**Run 1: placed standard cells**

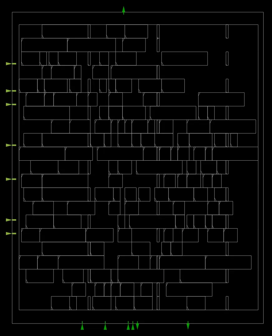
**Run 1: signal wires by layer**

Scale bar: 20 um.
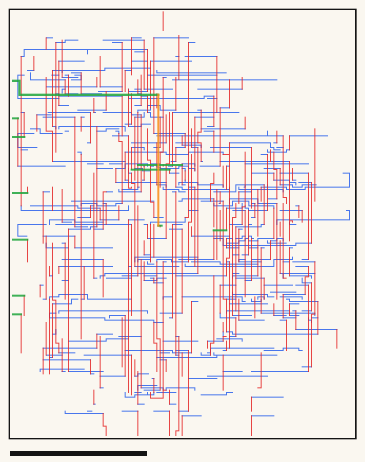
**Run 1: pin placement**

Scale bar: 20 um. Pins as bars across the die edge, other pins in grey.
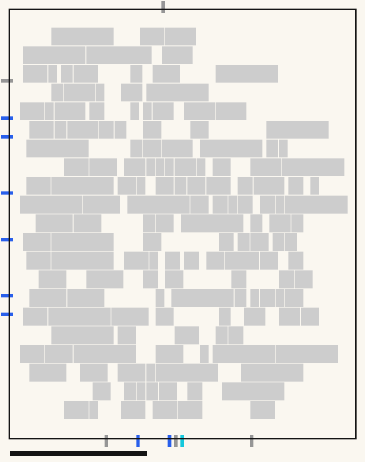
**Run 1: M3 wires**

Scale bar: 20 um.
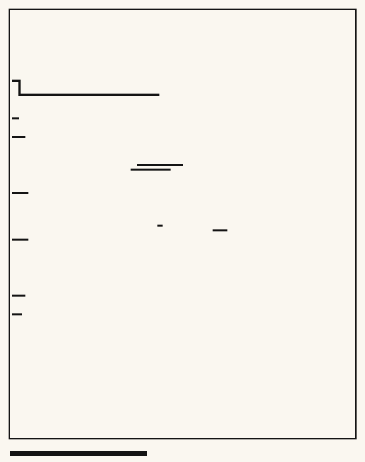
Design uart_tx_serializer, sky130hd; sources not shown.
==> flow_summary.ini, run 1 <==
; synthesis and place-and-route metrics
[logic_synthesis]
synth_stat.cells = 135
yosys_area_mm2 = 0.00146
syn_nets = 156
synthFlopType = dfrtp_1
top_logic_kind = multiplexers
synthCells = 135
async_reset_ff_share_pct = 100
ys_sh_adder_pct = 8.59

[die]
io_pins = 14
dieArea_mm2 = 0.00313

[cells_and_area]
ff_count = 25
clkCellAreaFrac_pct = 1.55
nMultiInputCombCells = 96
seq_share_pct = 36.9
regArea_um2 = 627
sh_comb_area_pct = 45.4

[power_and_ir_drop]
pg_comb_uw = 47.5
p_sw_share_pct = 21.5
intPower_uw = 568
powerDensity_mw_per_mm2 = 426

[setup_path]
cp.arrival_ns = 2.33
cp.depth = 4
rr_worst_depth = 4
start_kind = register

[run]
warning_count = 32

[global_route]
grt_pass1_wl_um = 4750
grt_max_degree = 26
antenna_found_initial = 0

[timing]
slew-limit-headroom_pct = 68.2
whs_ns = 0.222
finalCritPeriodShare_pct = 96.6
grt_setup_unrepaired = false
fin_ws_ns = 0.0743
tightest_slew_ns = 0.477

[placement]
post-place-ws_ns = 0.0815
dpl.hpwl_um = 2030

[clocking]
hold_buffers = 0
clk_pin_slew_ns = 0.15
ctsHtreeMaxLevel = 1
cts_buffers = 3

[route]
drc = 0
top_layer_used = met4

[outcome]
status = finished clean
Notes on 'placed standard cells' above:
Finished Core Util: 62.1%
TAP cells: 34
Fillers: 230

Notes on 'signal wires by layer' above:
Key: metal 1 = blue [wire length 1300 um]; metal 2 = red [wire length 1430 um]; metal 3 = green [wire length 46.4 um]; metal 4 = orange [wire length 19.0 um]
Via Count: 1053
GRT Total Usage: 19.9%
wire length per cell: 14.7 um
final WL: 2790 um

Notes on 'pin placement' above:
Key: `is_transmitting` = cyan [pins 1, direction output, edge south]; `tx_byte` = blue [pins 8, direction input, edge 6 west, 2 south]
All pins by edge: 7 west, 6 south, 1 north.
Die Ht: 62.3 um
die width: 50.3 um
IO buf count: 13

Notes on 'M3 wires' above:
The layer holds 1.7% of the routed length. The wires run mostly horizontal. The longest straight run is 20.2 um. 10 nets have wire on it.
GR Util met3: 2.94%

## Run 2: what changed since run 1
MAX_ROUTING_LAYER = met4   (was not set)
SKIP_LAST_GASP = 1   (was not set)
**Run 2: drive-strength map**

Scale bar: 20 um.
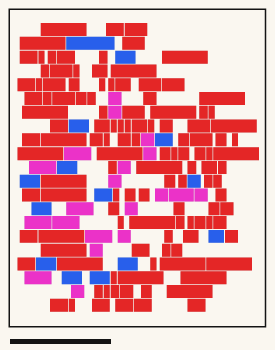
Key: _2 cells = blue [cells 14, most used mux2_2]; _3 and _4 cells = magenta [cells 20, most used buf_4]; _0 and _1 cells = red [cells 122, most used dfrtp_1]
setup slack after layout: 0.0797 ns
Area growth, synth to finish: 16.6%
Non-CTS buffers: 22
design area: 0.00170 mm^2

==> run 2 against run 1 <==
  * Sequential cell count unchanged
  * Clock power hardly changed
  * Design area unchanged
  * Register-to-register slack is essentially flat
  * Non-clock buffer count is the same
  * Via count fell by 0.19%
  * Global-route usage is 0.56 points higher
  * Hold slack better by 0.0054 ns
  * Synthesized cell count is the same
  * Sequential power barely moved
  * Routed wire length grew 0.25%
  * Die size unchanged
  * Critical path type unchanged
  * Largest power group unchanged
==> flow_summary.ini, run 2 <==
; synthesis and place-and-route metrics
[outcome]
status = finished clean

[cells_and_area]
sh_comb_area_pct = 45.4
clkCellAreaFrac_pct = 1.55
fill_cells = 230
nMultiInputCombCells = 96
regArea_um2 = 627
utilization_pct = 62.1
ff_count = 25

[die]
io_pins = 14
fp.dieW_um = 50.3
die_height_um = 62.3
n_tap_cell = 34

[power_and_ir_drop]
pg_comb_uw = 47.7
p_sw_share_pct = 21.4
powerDensity_mw_per_mm2 = 425
intPower_uw = 568

[logic_synthesis]
async_reset_ff_share_pct = 100
synthCells = 135
top_logic_kind = multiplexers
ys_sh_adder_pct = 8.59
synth_stat.cells = 135
syn_nets = 156
synthFlopType = dfrtp_1

[timing]
finalCritPeriodShare_pct = 96.4
grt_setup_unrepaired = false
slew-limit-headroom_pct = 68.1

[setup_path]
cp.depth = 4

[route]
top_layer_used = met4
drt_wl_total_um = 2800
vias = 1051
drc = 0

[global_route]
met3_usage_pct = 2.94
grt_max_degree = 26

[clocking]
ctsHtreeMaxLevel = 1
clk_pin_slew_ns = 0.14

[run]
warning_count = 32

[placement]
post-place-ws_ns = 0.0815
No activity file was given, so power comes from the tool's default toggle rates.
